**src/rtl/spi_frame_tx.sv**
```systemverilog
// spi_frame_tx
//   Six-byte SPI mode-0 master transmitter. A start request (taken only while
//   idle) snapshots tx_byte0..tx_byte5 and sends them MSB first, tx_byte0
//   first, inside a single cs_n-low frame.
//
// Parameters
//   CLK_DIV   SCLK half-period in clk cycles (1..255)
// Ports
//   clk       system clock, rising edge
//   reset     asynchronous active-low reset
//   start     frame request, sampled only while idle
//   tx_byte*  payload bytes, captured when start is accepted
//   busy      high while a frame is in progress
//   done      one-cycle pulse at frame end (with cs_n rising)
//   sclk      SPI clock, CPOL=0
//   mosi      serial data, CPHA=0
//   cs_n      active-low chip select
module spi_frame_tx #(
  parameter int unsigned CLK_DIV = 4
) (
  input  logic       clk,
  input  logic       reset,
  input  logic       start,
  input  logic [7:0] tx_byte0,
  input  logic [7:0] tx_byte1,
  input  logic [7:0] tx_byte2,
  input  logic [7:0] tx_byte3,
  input  logic [7:0] tx_byte4,
  input  logic [7:0] tx_byte5,
  output logic       busy,
  output logic       done,
  output logic       sclk,
  output logic       mosi,
  output logic       cs_n
);

  localparam logic [7:0] DIV_LAST = 8'(CLK_DIV - 1);
  localparam logic [5:0] BIT_LAST = 6'd47;

  typedef enum logic [2:0] {
    S_IDLE,
    S_SETUP,
    S_SHIFT,
    S_HOLD,
    S_DONE
  } state_e;

  state_e      state_q, state_d;
  logic [7:0]  div_q,   div_d;
  logic [5:0]  bit_q,   bit_d;
  logic        half_q,  half_d;   // 0: low half of bit period, 1: high half
  logic [47:0] sr_q,    sr_d;
  logic        busy_q,  busy_d;
  logic        done_q,  done_d;
  logic        sclk_q,  sclk_d;
  logic        mosi_q,  mosi_d;
  logic        cs_n_q,  cs_n_d;

  // Every output is computed one cycle ahead and registered, so each output
  // value changes on the same edge as the state transition that causes it.
  always_comb begin
    state_d = state_q;
    div_d   = div_q;
    bit_d   = bit_q;
    half_d  = half_q;
    sr_d    = sr_q;
    busy_d  = busy_q;
    done_d  = 1'b0;
    sclk_d  = sclk_q;
    mosi_d  = mosi_q;
    cs_n_d  = cs_n_q;

    unique case (state_q)
      S_IDLE: begin
        busy_d = 1'b0;
        cs_n_d = 1'b1;
        sclk_d = 1'b0;
        mosi_d = 1'b0;
        if (start) begin
          sr_d    = {tx_byte0, tx_byte1, tx_byte2, tx_byte3, tx_byte4, tx_byte5};
          mosi_d  = tx_byte0[7];
          cs_n_d  = 1'b0;
          busy_d  = 1'b1;
          div_d   = '0;
          bit_d   = '0;
          half_d  = 1'b0;
          state_d = S_SETUP;
        end
      end

      S_SETUP: begin
        if (div_q == DIV_LAST) begin
          div_d   = '0;
          state_d = S_SHIFT;
        end else begin
          div_d = div_q + 8'd1;
        end
      end

      S_SHIFT: begin
        if (div_q == DIV_LAST) begin
          div_d = '0;
          if (!half_q) begin
            half_d = 1'b1;
            sclk_d = 1'b1;
          end else begin
            // End of a bit period: sclk falls and the next bit is presented
            // in the same cycle.
            half_d = 1'b0;
            sclk_d = 1'b0;
            sr_d   = sr_q << 1;
            if (bit_q == BIT_LAST) begin
              bit_d   = '0;
              mosi_d  = 1'b0;
              state_d = S_HOLD;
            end else begin
              bit_d  = bit_q + 6'd1;
              mosi_d = sr_q[46];
            end
          end
        end else begin
          div_d = div_q + 8'd1;
        end
      end

      S_HOLD: begin
        if (div_q == DIV_LAST) begin
          div_d   = '0;
          cs_n_d  = 1'b1;
          done_d  = 1'b1;
          state_d = S_DONE;
        end else begin
          div_d = div_q + 8'd1;
        end
      end

      S_DONE: begin
        busy_d  = 1'b0;
        state_d = S_IDLE;
      end

      default: begin
        busy_d  = 1'b0;
        cs_n_d  = 1'b1;
        sclk_d  = 1'b0;
        mosi_d  = 1'b0;
        state_d = S_IDLE;
      end
    endcase
  end

  always_ff @(posedge clk or negedge reset) begin
    if (!reset) begin
      state_q <= S_IDLE;
      div_q   <= '0;
      bit_q   <= '0;
      half_q  <= 1'b0;
      sr_q    <= '0;
      busy_q  <= 1'b0;
      done_q  <= 1'b0;
      sclk_q  <= 1'b0;
      mosi_q  <= 1'b0;
      cs_n_q  <= 1'b1;
    end else begin
      state_q <= state_d;
      div_q   <= div_d;
      bit_q   <= bit_d;
      half_q  <= half_d;
      sr_q    <= sr_d;
      busy_q  <= busy_d;
      done_q  <= done_d;
      sclk_q  <= sclk_d;
      mosi_q  <= mosi_d;
      cs_n_q  <= cs_n_d;
    end
  end

  assign busy = busy_q;
  assign done = done_q;
  assign sclk = sclk_q;
  assign mosi = mosi_q;
  assign cs_n = cs_n_q;

endmodule

```
**config.mk**
```make
export PLATFORM = sky130hd
export DESIGN_NAME = spi_frame_tx
export DESIGN_NICKNAME = d
export VERILOG_FILES = /design/src/rtl/spi_frame_tx.sv
export SDC_FILE = /design/constraint.sdc
export NUM_CORES = 1
export LEC_CHECK = 0
export ABC_AREA = 1
export CAP_MARGIN = 20
export CELL_PAD_IN_SITES_DETAIL_PLACEMENT = 0
export CELL_PAD_IN_SITES_GLOBAL_PLACEMENT = 1
export CORE_UTILIZATION = 38
export CTS_BUF_LIST = sky130_fd_sc_hd__clkbuf_16
export DETAILED_ROUTE_END_ITERATION = 16
export GPL_ROUTABILITY_DRIVEN = 0
export HOLD_SLACK_MARGIN = 0.12
export PLACE_DENSITY_LB_ADDON = 0.1
export RECOVER_POWER = 50
export SYNTH_ARGS = -nofsm -noshare
export SYNTH_HDL_FRONTEND = slang
export SYNTH_SLANG_ARGS = --single-unit
```
**constraint.sdc**
```tcl
create_clock -name clk -period 2 [get_ports clk]
set_input_delay 0.5 -clock clk [delete_from_list [all_inputs] [get_ports clk]]
set_output_delay 0.5 -clock clk [all_outputs]
set_load 0.005 [all_outputs]
```
### Drive-strength map

Scale bar: 20 um.
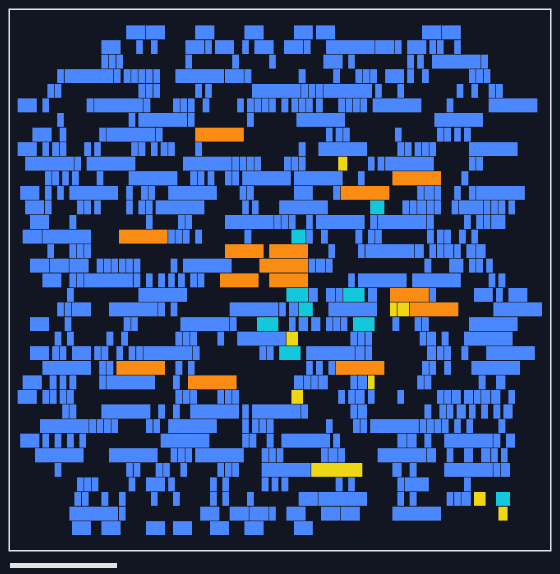
Yellow shows drive 2, cells 9, share 1.5%. Cyan shows drive 3 to 4, cells 9, share 1.5%. Blue shows drive 1 or less, cells 568, share 95%, most used nand2_1. Orange shows drive 6 and up, cells 14, share 2.3%, most used clkbuf_16.

### Placement by cell class

Scale bar: 20 um.
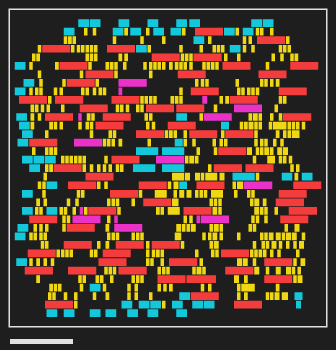
Magenta shows clock drivers and dummy loads, cells 15, share of their area 5.5%. Cyan shows other buffers and delay cells, cells 64, share of their area 15%. Red shows flip-flops, cells 70, share of their area 39%. Yellow shows all other logic, cells 451, share of their area 40%.

### Clock wires, drivers and flops

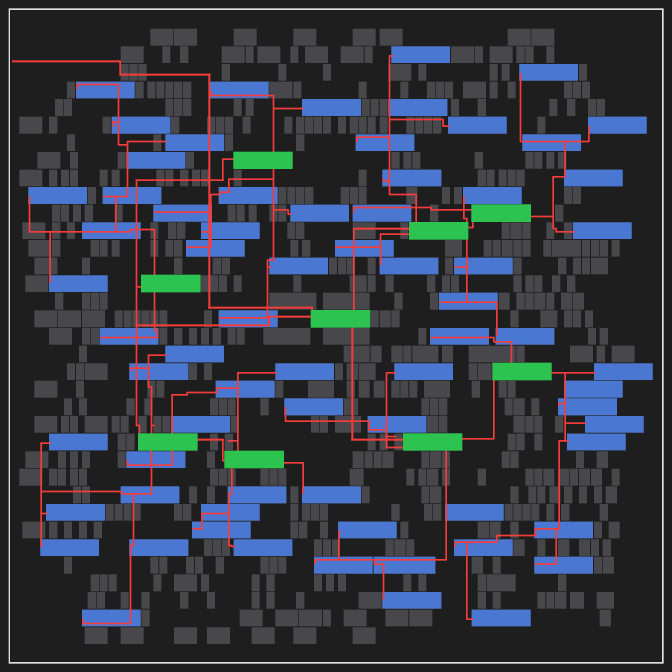
Red shows clock wires, length 1050 um. Blue shows flip-flops, count 70. Green shows cells driving clock nets, count 9.
Position of the flops: spread over the die.
clk_lat worst skew: 0.33 ns
clock network power: 1370 uW
skew final: 0.00305 ns

### Pin map

Pins as bars across the die edge, other pins in gray.
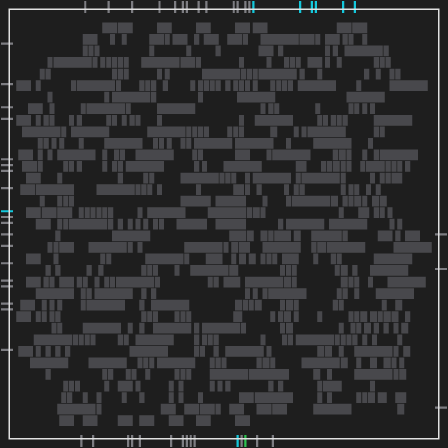
Green shows start, pins 1, direction input, edge bottom. Cyan shows tx_byte0, pins 8, direction input, edge 6 top, 1 left, 1 bottom.

### Clock nets

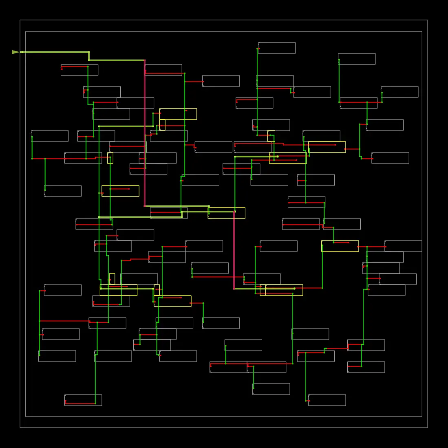
clk_buf instances: 9
total CTS buffers: 9

==> out/summary.txt <==
OpenROAD warning count - 26
Peak fanout along the critical path - 2
Min cycle time layout - 1.85 ns
Chip area - 10200 um^2
Unrepaired setup endpoints after global routing - false
Cell Chain, Critical Path - clkdlybuf4s50_1
Top cell excl fill/tap - nand2_1
Synth Area per Inst - 6.85 um^2
Synthesis area per yosys - 3710 um^2
Htree depth - 3
CTS clk-pin slew, worst paths - 0.05 ns
Post-DP HPWL - 5.34 mm
CTS Buffer Depth - 2
Worst Setup Slack post-DPL - 0.134 ns
Sw frac - 21.3%
Synth flops - 70
CTS Hold Buffers Added - 0
Int Pwr - 2330 uW
Comb power frac - 5.8%
Vias - 3339
Fp util - 39.7%
Setup Crit Path Kind - flop to output port
Setup TNS - 0 ns
Final Hold Vio Count - 0
# diodes - 0
Final Cell Area - 4650 um^2
Yosys warnings - 0
I/O Buffers - 55
Count of library flops with an enable pin - 0
Chip Height - 101 um
Grt total ovfl - 0
Util after Layout - 49.9%
FF-to-FF setup slack - 0.37 ns
Crit end category - output port
Post-CTS setup buffer count - 0
Max Cap Viol - 0
Post-route ant nets - 0
Arr. time, crit path - 1.35 ns
Area delta synth->final - 25.5%
Core area - 9330 um^2
Yosys cell count - 541
Status - finished clean
Least-Margin Pin Slew - 0.984 ns
Top cells by area - dfrtp_1 47%, nand2_1 36%, nand3_1 2.8%
CTS tree - built
Placement Cell Area - 4420 um^2
Fmax - 541 MHz
Layout net count - 649
Period utilization - 92.5%
Worst setup path start - cs_n
Syn nets - 594
## cell type report
| cell class | instances | area [um^2] |
|---|---|---|
| flip-flops and latches | 70 | 1750 |
| inverters | 24 | 90.1 |
| clock buffers | 9 | 225 |
| repair buffers | 64 | 676 |
| clock inverters | 6 | 23.8 |
| multi-input cells | 427 | 1720 |
| well taps | 129 | 161 |
| fillers | 974 | 4680 |
## state kept, by name (all words and copies together), names as in the netlist
signal   count
sr_q        47
div_q        8
bit_q        6
state_q      3
busy         1
cs_n         1
done         1
half_q       1
mosi         1
sclk         1
## stage by stage
step	std cells	power [uW]
after floorplan	541	1480
after global placement	714	1620
after detailed placement	714	1620
after CTS	729	3010
after global routing	729	3080
final	729	2960
## metal layers
metal	track usage (%)	up-vias	wire length [um]
met5	0	-	0
met4	5.35	0	72
met3	4.58	6	251
met2	32.0	47	3930
met1	22.0	1543	3880
li1	-	1743	-
## path summary, 6_finish.rpt
check,end
max,cs_n
min,div_q[7]
max reg2reg,sr_q[45]
min reg2reg,cs_n
max in group asynchronous,sr_q[31]
min in group clk,cs_n
## logic make-up (layout without fill, tap and decap cells)
| group | count (synthesis) | count (layout) | synth area share [%] |
|---|---|---|---|
| buffers and inverters | 44 | 103 | 6.21 |
| AOI/OAI and AO/OA | 15 | 15 | 2.09 |
| DFF | 70 | 70 | 47.3 |
| adders and majority gates | 2 | 2 | 0.675 |
| and+or+nand+nor | 410 | 410 | 43.7 |
## power groups by stage
stage               Combinational (uW)  Clock, uW  Sequential [uW]
global placement                   179          0             1440
finish                             170       1370             1420
floorplan                         40.3          0             1440
CTS                                179       1420             1420
global route                       194       1470             1420
detailed placement                 179          0             1440
Power and IR drop assume default switching activity.
